### src/rtl/lcd_show_char_if.sv
// ---------------------------------------------------------------------------
// lcd_show_char_if
//
// Bundles the request, font ROM and lcd_write-side signals of the character
// renderer so that it and its surroundings can be connected with one port.
//
// Signals
//   init_done          LCD init finished; starts are ignored while low
//   start              one-cycle draw request
//   ascii_num          character code 0..127
//   start_x / start_y  top-left pixel position of the glyph
//   fg_color/bg_color  RGB565 colours for font bit 1 / 0
//   font_addr          font ROM address {ascii, font row}
//   font_q             font ROM row, bit 7 = leftmost pixel, 1-cycle latency
//   wr_done            lcd_write finished shifting the current word
//   show_char_data     {DC, byte} word towards lcd_write
//   en_write_show_char one-cycle strobe qualifying show_char_data
//   busy               glyph in progress
//   show_char_done     one-cycle pulse at the end of a glyph
//   range_err          one-cycle pulse when a start is rejected
//
// Modports
//   slave  : the character renderer itself
//   master : the environment (request source, font ROM, lcd_write)
// ---------------------------------------------------------------------------
interface lcd_show_char_if;
  logic        init_done;
  logic        start;
  logic [6:0]  ascii_num;
  logic [8:0]  start_x;
  logic [8:0]  start_y;
  logic [15:0] fg_color;
  logic [15:0] bg_color;
  logic [10:0] font_addr;
  logic [7:0]  font_q;
  logic        wr_done;
  logic [8:0]  show_char_data;
  logic        en_write_show_char;
  logic        busy;
  logic        show_char_done;
  logic        range_err;

  modport slave (
    input  init_done, start, ascii_num, start_x, start_y, fg_color, bg_color,
           font_q, wr_done,
    output font_addr, show_char_data, en_write_show_char, busy,
           show_char_done, range_err
  );

  modport master (
    output init_done, start, ascii_num, start_x, start_y, fg_color, bg_color,
           font_q, wr_done,
    input  font_addr, show_char_data, en_write_show_char, busy,
           show_char_done, range_err
  );
endinterface

### src/rtl/lcd_show_char.sv
// ---------------------------------------------------------------------------
// lcd_show_char
//
// Draws one ASCII glyph on the SPI LCD: programs the column/row window
// (0x2A/0x2B), issues RAM write (0x2C) and then streams one RGB565 pixel per
// glyph cell, fetched row by row from an external synchronous font ROM.
// Words go to lcd_write one at a time; each word is strobed once and held
// until lcd_write reports wr_done.
//
// Ports
//   sys_clk  single 50 MHz clock
//   sys_rst  asynchronous, active-high reset
//   bus      lcd_show_char_if.slave (request, font ROM, lcd_write signals)
//
// Parameters
//   X_MAX, Y_MAX  last valid column / row of the panel
//   DATA_IDLE     value of show_char_data when no word is pending
//
// Configuration macro
//   LCD_CHAR_SCALE2_EN  when defined, each font bit is replicated 2x2
//                       (16x32 glyph); when undefined the glyph is 8x16.
// ---------------------------------------------------------------------------
module lcd_show_char #(
  parameter logic [8:0] X_MAX     = 9'd239,
  parameter logic [8:0] Y_MAX     = 9'd319,
  parameter logic [8:0] DATA_IDLE = 9'b0_0000_0000
) (
  input logic            sys_clk,
  input logic            sys_rst,
  lcd_show_char_if.slave bus
);

`ifdef LCD_CHAR_SCALE2_EN
  localparam int W     = 16;
  localparam int H     = 32;
  localparam int COL_W = 4;
  localparam int ROW_W = 5;
`else
  localparam int W     = 8;
  localparam int H     = 16;
  localparam int COL_W = 3;
  localparam int ROW_W = 4;
`endif

  localparam logic [COL_W-1:0] COL_LAST = COL_W'(W - 1);
  localparam logic [ROW_W-1:0] ROW_LAST = ROW_W'(H - 1);
  localparam logic [3:0]       SEQ_LAST = 4'd10;

  typedef enum logic [2:0] {
    S_IDLE,
    S_SEQ,
    S_FETCH,
    S_PIX,
    S_DONE
  } stateT;

  stateT            state_q, state_d;
  logic [3:0]       wordIdx_q, wordIdx_d;
  logic [COL_W-1:0] col_q, col_d;
  logic [ROW_W-1:0] row_q, row_d;
  logic             byteSel_q, byteSel_d;
  logic             fetchPhase_q, fetchPhase_d;
  logic             sent_q, sent_d;
  logic [7:0]       rowBits_q, rowBits_d;
  logic [6:0]       ascii_q, ascii_d;
  logic [8:0]       xStart_q, xStart_d;
  logic [8:0]       yStart_q, yStart_d;
  logic [15:0]      fgColor_q, fgColor_d;
  logic [15:0]      bgColor_q, bgColor_d;
  logic             rangeErr_q, rangeErr_d;

  logic [9:0]       xEndWide, yEndWide;
  logic             rangeBad;
  logic [15:0]      xs, xe, ys, ye;
  logic [3:0]       fontRow;
  logic [2:0]       bitIdx;
  logic [15:0]      pixColor;
  logic [8:0]       seqWord, pixWord;
  logic [8:0]       dataOut;
  logic             enOut;
  logic             doneOut;

  // The end coordinates of a requested glyph are formed one bit wider than
  // the inputs so that a start near 511 cannot wrap and slip past the check.
  assign xEndWide = {1'b0, bus.start_x} + 10'(W - 1);
  assign yEndWide = {1'b0, bus.start_y} + 10'(H - 1);
  assign rangeBad = (xEndWide > {1'b0, X_MAX}) || (yEndWide > {1'b0, Y_MAX});

  assign xs = {7'd0, xStart_q};
  assign ys = {7'd0, yStart_q};
  assign xe = xs + 16'(W - 1);
  assign ye = ys + 16'(H - 1);

  // Display row/column map onto font row/bit; in the scaled build each font
  // cell covers two display rows and two display columns.
`ifdef LCD_CHAR_SCALE2_EN
  assign fontRow = row_q[4:1];
  assign bitIdx  = 3'd7 - col_q[3:1];
`else
  assign fontRow = row_q;
  assign bitIdx  = 3'd7 - col_q;
`endif

  assign pixColor = rowBits_q[bitIdx] ? fgColor_q : bgColor_q;
  assign pixWord  = byteSel_q ? {1'b1, pixColor[7:0]} : {1'b1, pixColor[15:8]};

  // Window setup sequence: column window, row window, then RAM write.
  always_comb begin
    seqWord = DATA_IDLE;
    case (wordIdx_q)
      4'd0:    seqWord = {1'b0, 8'h2A};
      4'd1:    seqWord = {1'b1, xs[15:8]};
      4'd2:    seqWord = {1'b1, xs[7:0]};
      4'd3:    seqWord = {1'b1, xe[15:8]};
      4'd4:    seqWord = {1'b1, xe[7:0]};
      4'd5:    seqWord = {1'b0, 8'h2B};
      4'd6:    seqWord = {1'b1, ys[15:8]};
      4'd7:    seqWord = {1'b1, ys[7:0]};
      4'd8:    seqWord = {1'b1, ye[15:8]};
      4'd9:    seqWord = {1'b1, ye[7:0]};
      4'd10:   seqWord = {1'b0, 8'h2C};
      default: seqWord = DATA_IDLE;
    endcase
  end

  // Next-state and output logic. sent_q marks that the current word has
  // already been strobed, so the strobe lasts exactly one cycle while the
  // word itself stays on show_char_data until wr_done. A wr_done in the
  // strobe cycle completes the word straight away.
  always_comb begin
    state_d      = state_q;
    wordIdx_d    = wordIdx_q;
    col_d        = col_q;
    row_d        = row_q;
    byteSel_d    = byteSel_q;
    fetchPhase_d = fetchPhase_q;
    sent_d       = sent_q;
    rowBits_d    = rowBits_q;
    ascii_d      = ascii_q;
    xStart_d     = xStart_q;
    yStart_d     = yStart_q;
    fgColor_d    = fgColor_q;
    bgColor_d    = bgColor_q;
    rangeErr_d   = 1'b0;
    dataOut      = DATA_IDLE;
    enOut        = 1'b0;
    doneOut      = 1'b0;

    case (state_q)
      S_IDLE: begin
        if (bus.start && bus.init_done) begin
          ascii_d   = bus.ascii_num;
          xStart_d  = bus.start_x;
          yStart_d  = bus.start_y;
          fgColor_d = bus.fg_color;
          bgColor_d = bus.bg_color;
          if (rangeBad) begin
            rangeErr_d = 1'b1;
          end else begin
            state_d      = S_SEQ;
            wordIdx_d    = 4'd0;
            col_d        = '0;
            row_d        = '0;
            byteSel_d    = 1'b0;
            fetchPhase_d = 1'b0;
            sent_d       = 1'b0;
          end
        end
      end

      S_SEQ: begin
        dataOut = seqWord;
        if (!sent_q) begin
          enOut  = 1'b1;
          sent_d = 1'b1;
        end
        if (bus.wr_done) begin
          sent_d = 1'b0;
          if (wordIdx_q == SEQ_LAST) begin
            state_d      = S_FETCH;
            fetchPhase_d = 1'b0;
          end else begin
            wordIdx_d = wordIdx_q + 4'd1;
          end
        end
      end

      // First cycle presents the address, second captures the ROM output.
      S_FETCH: begin
        if (!fetchPhase_q) begin
          fetchPhase_d = 1'b1;
        end else begin
          rowBits_d    = bus.font_q;
          fetchPhase_d = 1'b0;
          state_d      = S_PIX;
          sent_d       = 1'b0;
          byteSel_d    = 1'b0;
          col_d        = '0;
        end
      end

      S_PIX: begin
        dataOut = pixWord;
        if (!sent_q) begin
          enOut  = 1'b1;
          sent_d = 1'b1;
        end
        if (bus.wr_done) begin
          sent_d = 1'b0;
          if (!byteSel_q) begin
            byteSel_d = 1'b1;
          end else begin
            byteSel_d = 1'b0;
            if (col_q == COL_LAST) begin
              col_d = '0;
              if (row_q == ROW_LAST) begin
                state_d = S_DONE;
              end else begin
                row_d   = row_q + 1'b1;
                state_d = S_FETCH;
              end
            end else begin
              col_d = col_q + 1'b1;
            end
          end
        end
      end

      S_DONE: begin
        doneOut = 1'b1;
        state_d = S_IDLE;
      end

      default: state_d = S_IDLE;
    endcase
  end

  // State and datapath registers; reset aborts any glyph immediately.
  always_ff @(posedge sys_clk or posedge sys_rst) begin
    if (sys_rst) begin
      state_q      <= S_IDLE;
      wordIdx_q    <= '0;
      col_q        <= '0;
      row_q        <= '0;
      byteSel_q    <= 1'b0;
      fetchPhase_q <= 1'b0;
      sent_q       <= 1'b0;
      rowBits_q    <= '0;
      ascii_q      <= '0;
      xStart_q     <= '0;
      yStart_q     <= '0;
      fgColor_q    <= '0;
      bgColor_q    <= '0;
      rangeErr_q   <= 1'b0;
    end else begin
      state_q      <= state_d;
      wordIdx_q    <= wordIdx_d;
      col_q        <= col_d;
      row_q        <= row_d;
      byteSel_q    <= byteSel_d;
      fetchPhase_q <= fetchPhase_d;
      sent_q       <= sent_d;
      rowBits_q    <= rowBits_d;
      ascii_q      <= ascii_d;
      xStart_q     <= xStart_d;
      yStart_q     <= yStart_d;
      fgColor_q    <= fgColor_d;
      bgColor_q    <= bgColor_d;
      rangeErr_q   <= rangeErr_d;
    end
  end

  assign bus.font_addr          = {ascii_q, fontRow};
  assign bus.show_char_data     = dataOut;
  assign bus.en_write_show_char = enOut;
  assign bus.busy               = (state_q == S_SEQ) || (state_q == S_FETCH) ||
                                  (state_q == S_PIX);
  assign bus.show_char_done     = doneOut;
  assign bus.range_err          = rangeErr_q;

endmodule

### src/flat_wrapper.sv
// flat-port wrapper written by rule: the top's interface ports become plain ports
module lcd_show_char_flat 
#(
  parameter logic [8:0] X_MAX     = 9'd239,
  parameter logic [8:0] Y_MAX     = 9'd319,
  parameter logic [8:0] DATA_IDLE = 9'b0_0000_0000
)
  (sys_clk, sys_rst, bus_init_done, bus_start, bus_ascii_num, bus_start_x, bus_start_y, bus_fg_color, bus_bg_color, bus_font_q, bus_wr_done, bus_font_addr, bus_show_char_data, bus_en_write_show_char, bus_busy, bus_show_char_done, bus_range_err);
  lcd_show_char_if bus_i ();
  input logic sys_clk;
  input logic sys_rst;
  input wire logic [$bits(bus_i.init_done)-1:0] bus_init_done;
  input wire logic [$bits(bus_i.start)-1:0] bus_start;
  input wire logic [$bits(bus_i.ascii_num)-1:0] bus_ascii_num;
  input wire logic [$bits(bus_i.start_x)-1:0] bus_start_x;
  input wire logic [$bits(bus_i.start_y)-1:0] bus_start_y;
  input wire logic [$bits(bus_i.fg_color)-1:0] bus_fg_color;
  input wire logic [$bits(bus_i.bg_color)-1:0] bus_bg_color;
  input wire logic [$bits(bus_i.font_q)-1:0] bus_font_q;
  input wire logic [$bits(bus_i.wr_done)-1:0] bus_wr_done;
  output wire logic [$bits(bus_i.font_addr)-1:0] bus_font_addr;
  output wire logic [$bits(bus_i.show_char_data)-1:0] bus_show_char_data;
  output wire logic [$bits(bus_i.en_write_show_char)-1:0] bus_en_write_show_char;
  output wire logic [$bits(bus_i.busy)-1:0] bus_busy;
  output wire logic [$bits(bus_i.show_char_done)-1:0] bus_show_char_done;
  output wire logic [$bits(bus_i.range_err)-1:0] bus_range_err;
  assign bus_i.init_done = bus_init_done;
  assign bus_i.start = bus_start;
  assign bus_i.ascii_num = bus_ascii_num;
  assign bus_i.start_x = bus_start_x;
  assign bus_i.start_y = bus_start_y;
  assign bus_i.fg_color = bus_fg_color;
  assign bus_i.bg_color = bus_bg_color;
  assign bus_i.font_q = bus_font_q;
  assign bus_i.wr_done = bus_wr_done;
  assign bus_font_addr = bus_i.font_addr;
  assign bus_show_char_data = bus_i.show_char_data;
  assign bus_en_write_show_char = bus_i.en_write_show_char;
  assign bus_busy = bus_i.busy;
  assign bus_show_char_done = bus_i.show_char_done;
  assign bus_range_err = bus_i.range_err;
  lcd_show_char #(.X_MAX(X_MAX), .Y_MAX(Y_MAX), .DATA_IDLE(DATA_IDLE)) u_core (.sys_clk(sys_clk), .sys_rst(sys_rst), .bus(bus_i));
endmodule
### config.mk
export PLATFORM = sky130hd
export DESIGN_NAME = lcd_show_char_flat
export DESIGN_NICKNAME = d
export VERILOG_FILES = /design/src/rtl/lcd_show_char_if.sv /design/src/rtl/lcd_show_char.sv /design/src/flat_wrapper.sv
export SDC_FILE = /design/constraint.sdc
export NUM_CORES = 1
export LEC_CHECK = 0
export CORE_MARGIN = 2
export CORE_UTILIZATION = 25
export CTS_CLUSTER_SIZE = 24
export DETAILED_ROUTE_END_ITERATION = 10
export PLACE_DENSITY = 0.5
export RECOVER_POWER = 25
export REMOVE_ABC_BUFFERS = 1
export SETUP_SLACK_MARGIN = 0.3
export SLEW_MARGIN = 20
export SYNTH_ARGS = -nofsm -noshare
export SYNTH_HDL_FRONTEND = slang
export SYNTH_SLANG_ARGS = --single-unit
export TNS_END_PERCENT = 100
### constraint.sdc
create_clock -name sys_clk -period 3.8 [get_ports sys_clk]
set_clock_uncertainty 0.15 [all_clocks]
set_input_delay 0.76 -clock sys_clk [delete_from_list [all_inputs] [get_ports sys_clk]]
set_output_delay 0.76 -clock sys_clk [all_outputs]
set_load 0.01 [all_outputs]
Run 1, clock network drawn from the DEF:
Drawn at 2 px/µm.
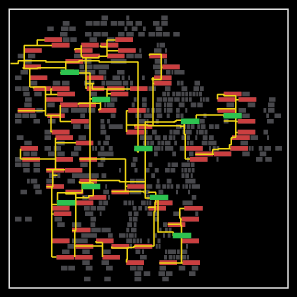
[clock wires] yellow | length: 1210 µm
[clock-net drivers] green | count: 9
[flip-flops] red | count: 83
routed clock nets	10
Late-Pin Clk Latency: 350 ps
Clock power frac: 0.187
Clock group: 827 µW

Run 1, routed metal, one color a layer:
Drawn at 3 px/µm.
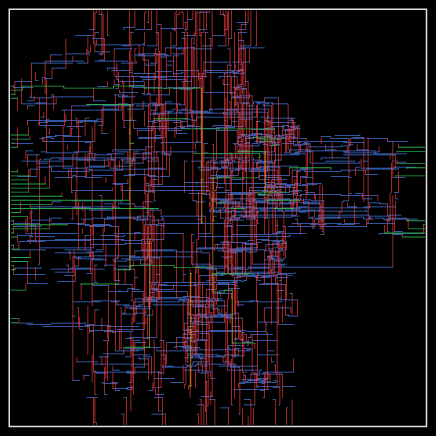
layer	color	wire length
M3	green	652 µm
M1	blue	5420 µm
M4	orange	242 µm
M2	red	5940 µm
Total Routed Length: 12.3 mm
Via Count: 3655
Routed WL per cell: 16.3 µm
GRT Total Usage: 0.130

Run 1, where the registers sit:
Drawn at 3 px/µm. Other sequential cells in the stronger gray, the rest of the logic in the fainter gray.
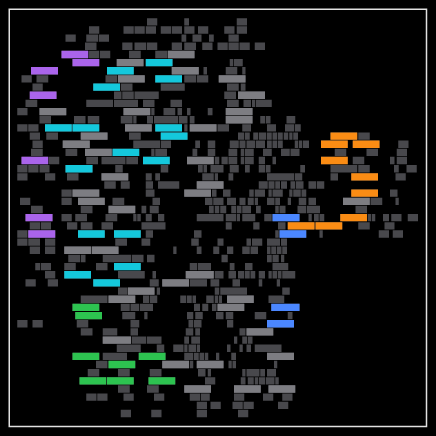
name in the netlist	color	flops
u_core.fgColor_q	cyan	16
u_core.ascii_q	purple	7
u_core.yStart_q	orange	9
u_core.rowBits_q	green	8
u_core.wordIdx_q	blue	4
post-layout util: 0.345
FF+latch area: 0.00208 mm²

==> impl_metrics.tcl, run 1 <==
# metrics dict for downstream scripts
set metrics [dict create \
    post_cts_resized 34 \
    syn_avg_cell_area_um2 10.9 \
    critical_path_class "flop to output port" \
    syn_inst 417 \
    buffers 115 \
    initialDrtViolationCount 141 \
    powerComb_uw 1960 \
    power_leader "combinational logic" \
    top_layer "met4" \
    largestClassByArea "multi-input combinational cells" \
    fmax_mhz 285 \
    synth_warnings 0 \
    io_buffers 93 \
    wl_met3_um 652 \
    maxSlewViolCount 0 \
    grt_start_max_net_pins 65 \
    numSynthFlops 83 \
    final_cell_count_no_fill 753 \
    slowest_stage "mux4_2" \
    first_global_vias 3772 \
    top_cell "dfrtp_1" \
    antenna_cells 0 \
    status "finished, final reports clean" \
    cts_setup_buffers 6 \
    syn_to_final_growth_pct 35.9 \
    fp.coreArea_mm2 0.0178 \
    drc 0 \
    slew_headroom 0.330 \
    arrival_ps 2600 \
    grt_use_met2 0.211 \
    hold_viol 0 \
    yosys.stat.seqShare 0.459 \
    fin_crit_sh 0.923 \
    worstPathCellList "mux2i_4 > mux4_2 > buf_6 > buf_6 > mux4_2 > nand2_2 > o21ai_2 > buf_2" \
    antenna_found_initial 0 \
    overflow 0 \
    seqPwrFrac 0.372 \
    ys_types 58 \
]
==> run 1: worst max-delay path, delay by kind of cell (launching register included) <==
family          cells  cell delay, ps
mux                 3            1210
flops               1             480
buf+inv             3             410
simple gates        1              80
compound gates      1              60
==> run 1: kinds of logic after synthesis <==
| family | synth area share |
|---|---|
| AND/OR/NAND/NOR | 0.140 |
| flip-flops | 0.459 |
| AND-OR/OR-AND | 0.113 |
| multiplexers | 0.198 |
| buffers and inverters | 0.0379 |
| XOR/XNOR | 0.0271 |
| adder cells (fa/ha/maj) | 0.0249 |
==> run 1: per-stage QoR <==
stage / utilization / power, µW / area [µm²] / setup slack [ps] / hold WS, ps
floorplan: - / 2760 / 4420 / -446 / 322
global placement: 0.322 / 3520 / 5750 / 297 / 334
detailed placement: 0.322 / 3540 / 5750 / 240 / 341
CTS: 0.343 / 4450 / 6120 / 220 / 357
global route: 0.345 / 4760 / 6160 / 228 / 371
finish: 0.345 / 4430 / 6160 / 294 / 353
==> run 1: cell usage in the layout, fill, tap and decap left out, types with 12 or more instances in the layout <==
master	count
nor3_1	12
nand2_1	29
o21ai_0	18
clkdlybuf4s50_1	84
dfrtp_1	80
mux2_2	61
nor2_1	14
buf_4	19
a21oi_1	15
nand3_1	16
inv_1	15
==> run 1: final timing paths <==
kind	to	startpoint	slack [ps]	cells after the start
setup / recovery	bus_show_char_data[4]	u_core.col_q[0]	290	8
hold / removal	u_core.fgColor_q[9]	u_core.fgColor_q[9]	350	1
setup reg to reg	u_core.fontRow[3]	u_core.col_q[0]	1530	8
hold reg to reg	u_core.fgColor_q[9]	u_core.fgColor_q[9]	350	1
max in group asynchronous	u_core.wordIdx_q[0]	sys_rst	1760	3
min in group asynchronous	u_core.ascii_q[5]	sys_rst	890	2
==> run 2, diff against run 1 <==
GPL_TIMING_DRIVEN = 1   (was default)
Run 2, where the registers sit:
Drawn at 3 px/µm. Other sequential cells in the stronger gray, the rest of the logic in the fainter gray.
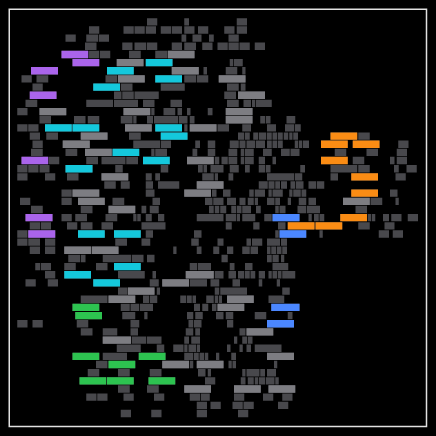
name in the netlist	color	flops
u_core.yStart_q	orange	9
u_core.fgColor_q	cyan	16
u_core.rowBits_q	green	8
u_core.ascii_q	purple	7
u_core.wordIdx_q	blue	4
seq pwr: 1650 µW
sequential share of cell area: 0.338

==> impl_metrics.tcl, run 2 <==
# metrics dict for downstream scripts
set metrics [dict create \
    drc 0 \
    syn_avg_cell_area_um2 10.9 \
    yosys.stat.seqShare 0.459 \
    ys_sh_aoi 0.113 \
    r2r_setup_slack_ps 1530 \
    r2r_start "u_core.col_q[0]" \
    place_congestion 0.859 \
    slew_headroom 0.330 \
    final_cell_count_no_fill 753 \
    utilization 0.345 \
    endpoint_kind "output port" \
    grt_use_total 0.130 \
    worstSkewPairLatency_ps 350 \
    syn_to_final_growth_pct 35.9 \
    wl_mm 12.3 \
    cts_num_sinks 83 \
    wl_per_cell_um 16.3 \
    fmax_mhz 285 \
    first_global_vias 3772 \
    mux_area_frac 0.198 \
    reg.largest.list "u_core.bgColor_q x16, u_core.fgColor_q x16" \
    warnings 30 \
    reg2reg_depth 8 \
    hold_end "u_core.fgColor_q[9]" \
    async_reset_ff_frac 1.00 \
    fin_hold_ws_ps 353 \
    fin_crit_sh 0.923 \
    ys_types 58 \
    synth_warnings 0 \
    io_buffers 93 \
    fp.dieH_um 139 \
    fin_ws_ps 294 \
    whs_path_depth 1 \
    syn_inst 417 \
    numSynthFlops 83 \
    antenna_found_initial 0 \
    maxSlewViolCount 0 \
    layout_top_cell "clkdlybuf4s50_1" \
    flop_cell "dfrtp_1" \
    r2r-end "u_core.fontRow[3]" \
    synth-simple-area-share 0.140 \
    num_vias 3655 \
    place_ws_ps 240 \
    top_cell "dfrtp_1" \
    fp.coreArea_mm2 0.0178 \
    critical_path_class "flop to output port" \
    ys_top_logic_family "multiplexers" \
    initialDrtViolationCount 141 \
    ir_drop_mv 0.295 \
    top_area_cell "dfrtp_1" \
    lay_top_cells "clkdlybuf4s50_1, dfrtp_1, mux2_2, nand2_1, buf_4" \
    overflow 0 \
    hold_viol 0 \
    xor_area_frac 0.0271 \
    grt_start_max_net_pins 65 \
    arrival_ps 2600 \
    status "finished, final reports clean" \
    min_from "u_core.fgColor_q[9]" \
    synth-adder-area-share 0.0249 \
    antenna_cells 0 \
]
## run 2: cell counts in the layout (fill, tap and decap cells not counted)
Identical to the previous run, type by type.
## run 2: cell type report
cell class              count  area [µm²]  share of cell area
flip-flops and latches     83        2080               0.338
well taps                 229         287              0.0465
multi-input cells         294        2360               0.383
inverters                  16        61.3             0.00996
repair buffers            115        1090               0.177
clock inverters             6        50.0             0.00813
clock buffers              10         229              0.0372
## run 2: routing by layer
layer / track usage / part of all wire
met3: 0.0394 / 0.053
met4: 0.0510 / 0.020
met2: 0.211 / 0.48
met5: 0 / 0
met1: 0.163 / 0.44
## run 2: metrics by stage
step	power (µW)	area (µm²)
finish	4430	6160
global route	4760	6160
CTS	4450	6120
detailed placement	3540	5750
global placement	3520	5750
floorplan	2760	4420
## run 2: critical path: stages, from the launching register on
cell,delay [ps]
dfrtp_2,480
mux2i_4,220
mux4_2,570
buf_6,150
buf_6,110
mux4_2,420
nand2_2,80
o21ai_2,60
buf_2,150
## run 2: worst max path at each step
stage	cells past startpoint	slack (ps)	to	start
after global routing	8	230	bus_show_char_data[4]	u_core.col_q[0]
after floorplan	5	-450	u_core.wordIdx_q[0]	bus_start
after detailed placement	8	240	bus_show_char_data[0]	u_core.xStart_q[0]
after CTS	8	220	bus_show_char_data[4]	u_core.col_q[0]
after global placement	8	300	bus_show_char_data[0]	u_core.xStart_q[0]
final	8	290	bus_show_char_data[4]	u_core.col_q[0]
## run 2: timing repair
action,4_1_cts,5_1_grt
endpoints found under the setup margin,8,5
resized,34,5
buffers inserted,6,3
cloned,1,0
endpoints found under the hold margin,0,0
pin swaps,0,2
## run 2: where the power goes
group / leakage (µW) / total [µW] / switching, µW / internal (µW)
Combinational: 0.00130 / 1960 / 892 / 1060
Clock: 0.000135 / 827 / 376 / 451
Sequential: 0.00101 / 1650 / 383 / 1270
==> run 3, diff against run 2 <==
CORE_UTILIZATION = 30   (was 25)
PLACE_DENSITY = 0.57   (was 0.5)
==> impl_metrics.tcl, run 3 <==
# metrics dict for downstream scripts
set metrics [dict create \
    io_buffers 93 \
    syn_to_final_growth_pct 34.1 \
    lay_top_cells "clkdlybuf4s50_1, dfrtp_1, mux2_2, nand2_1, o21ai_0" \
    worstSkewPairLatency_ps 340 \
    crit_family "multiplexers" \
    dpl.hpwl_mm 8.69 \
    use_met1 0.204 \
    antenna_found_initial 0 \
    fp.coreArea_mm2 0.0146 \
    crit_path_frequent_cell "mux4_2" \
    fin_crit_sh 0.909 \
    reg.largest.list "u_core.bgColor_q x16, u_core.fgColor_q x16" \
    power.total_uw 4480 \
    antenna_cells 0 \
    hold_viol 0 \
    arrival_ps 2540 \
    wl_met3_um 705 \
    drc 0 \
    initial_core_util 0.309 \
    warnings 30 \
    vias_per_cell 5.13 \
    max_stage_delay_ps 590 \
    yosys.stat.seqShare 0.459 \
    endpoint_kind "output port" \
    num_vias 3609 \
    ys_cells 417 \
    async_reset_ff_frac 1.00 \
    drt-met1-wl_mm 5.38 \
    place_congestion 0.886 \
    ys_types 58 \
    use_met3 0.0346 \
    place_ws_ps 413 \
    powerSeq_uw 1670 \
    comb_power_share 0.427 \
    wl_mm 12.0 \
    first_global_vias 3673 \
    seqPwrFrac 0.372 \
    top_area_cell "dfrtp_1" \
    route.met2.wl_mm 5.65 \
    numSynthFlops 83 \
    flop_cell "dfrtp_1" \
    initialDrtViolationCount 162 \
    ir_drop_mv 0.375 \
    overflow 0 \
    netlist_top_cells_count "dfrtp_1, mux2_2, nand2_1" \
    drv_cap 1 \
    powerComb_uw 1910 \
    p_sw_frac 0.366 \
    power_leader "combinational logic" \
    netSwitchingPower_uw 1640 \
    ant_nets 0 \
    maxSlewViolCount 38 \
    synth_area_mm2 0.00453 \
    pg_clk_uw 902 \
    status "finished, violations left" \
    grt-busiest-layer "met2" \
    fp.dieH_um 127 \
    power_density_mw_per_mm2 738 \
    hold_path_class "flop to flop" \
    p_int_uw 2840 \
    worstPathCellList "mux2i_1 > mux4_2 > buf_4 > mux4_2 > nand2_1 > o21ai_1 > dlygate4sd2_1" \
    cts_buffers 9 \
    stdcell_area_mm2 0.00607 \
    fin_ws_ps 346 \
    grt_start_max_net_pins 64 \
    area_leaders "dfrtp_1, mux2_2, mux4_2" \
    top_layer "met4" \
    p_clk_frac 0.201 \
    critical_path_class "flop to output port" \
    layout_top_cell "clkdlybuf4s50_1" \
    violations "capacitance limit, slew limit" \
    grt_use_met2 0.242 \
    place_area_mm2 0.00568 \
    slew_headroom -0.0945 \
    slowest_stage "mux4_2" \
    final_cell_count_no_fill 703 \
    syn_inst 417 \
    synth_warnings 0 \
    root_buffer "clkbuf_16" \
    fmax_mhz 290 \
    syn_avg_cell_area_um2 10.9 \
    cts_num_sinks 83 \
    critical_path_buf_inv_count 2 \
    cts.htree.levels 3 \
    top_cell "dfrtp_1" \
]
[run 3: netlist changes by cell type in the layout (fill, tap and decap cells not counted), sizes merged]
cell / delta
buf: -10
clkbuf: +6
clkinv: -2
bufinv: +1
clkinvlp: +1
mux4: -1
[run 3: through the flow]
step                      hold WS, ps   util
after detailed placement          342  0.388
after CTS                         359  0.414
after global routing              369  0.415
final                             357  0.415
after floorplan                   322      -
after global placement            335  0.388
[run 3: final cells by class]
class / instances / area, µm²
fill: 1420 / 8570
clock buffer: 10 / 239
clock inverter: 6 / 71.3
inverter: 16 / 61.3
tap: 184 / 230
sequential: 83 / 2080
timing repair buffer: 111 / 1050
multi-input combinational: 293 / 2340
[run 3: timing repair]
item                                    in CTS  in global routing
hold buffers                                 0                  0
endpoints found under the setup margin       8                  5
gates resized                               21                 11
pin swaps                                    0                  0
setup buffers                                3                  4
[run 3: kinds of logic after synthesis]
kind of cell / Yosys count / share of synthesized area
xor gates and xnor gates: 14 / 0.0271
AOI/OAI and AO/OA: 78 / 0.113
adders and majority gates: 9 / 0.0249
buffers and inverters: 41 / 0.0379
DFF: 83 / 0.459
muxes: 73 / 0.198
and+or+nand+nor: 119 / 0.140
[run 3: path summary, 6_finish.rpt]
check,cells after the start,from,slack (ps),end
worst max-delay path,7,u_core.col_q[0],350,bus_show_char_data[4]
worst min-delay path,1,u_core.rowBits_q[3],360,u_core.rowBits_q[3]
worst max register to register,8,u_core.col_q[0],1570,u_core.fontRow[3]
worst min register to register,1,u_core.rowBits_q[3],360,u_core.rowBits_q[3]
max in group asynchronous,3,sys_rst,1040,u_core.wordIdx_q[3]
min in group asynchronous,2,sys_rst,1110,u_core.bgColor_q[9]
Run 3, routed metal, one color a layer:
Drawn at 3 px/µm.
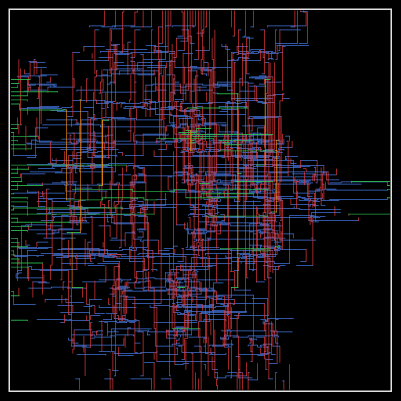
layer	color	wire length
M4	orange	238 µm
M1	blue	5380 µm
M3	green	705 µm
M2	red	5650 µm
Routed WL per cell: 17.0 µm
GRT Total Usage: 0.153


==> gallery <==
M4 wires.
Drawn at 3 px/µm.
Plate I
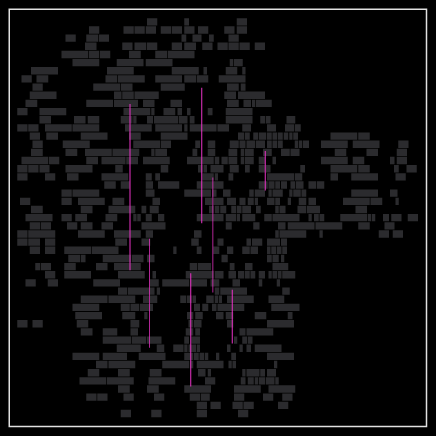
Plate II
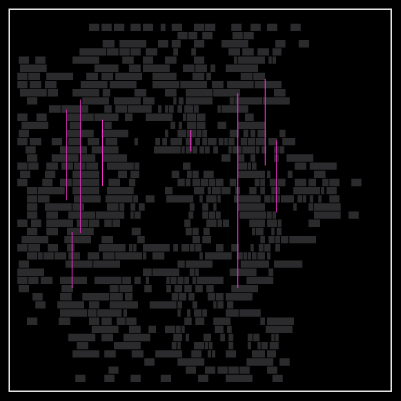
- largest die: Plate I
- Plate II = run 3
- Plate I = run 2

Key to Plate II:
main direction	vertical
longest straight run	64.6 µm
share of all routed wire	2.0%
nets with wire on the layer	6
wire length on this layer	238 µm

No activity file was given, so power comes from the tool's default toggle rates.
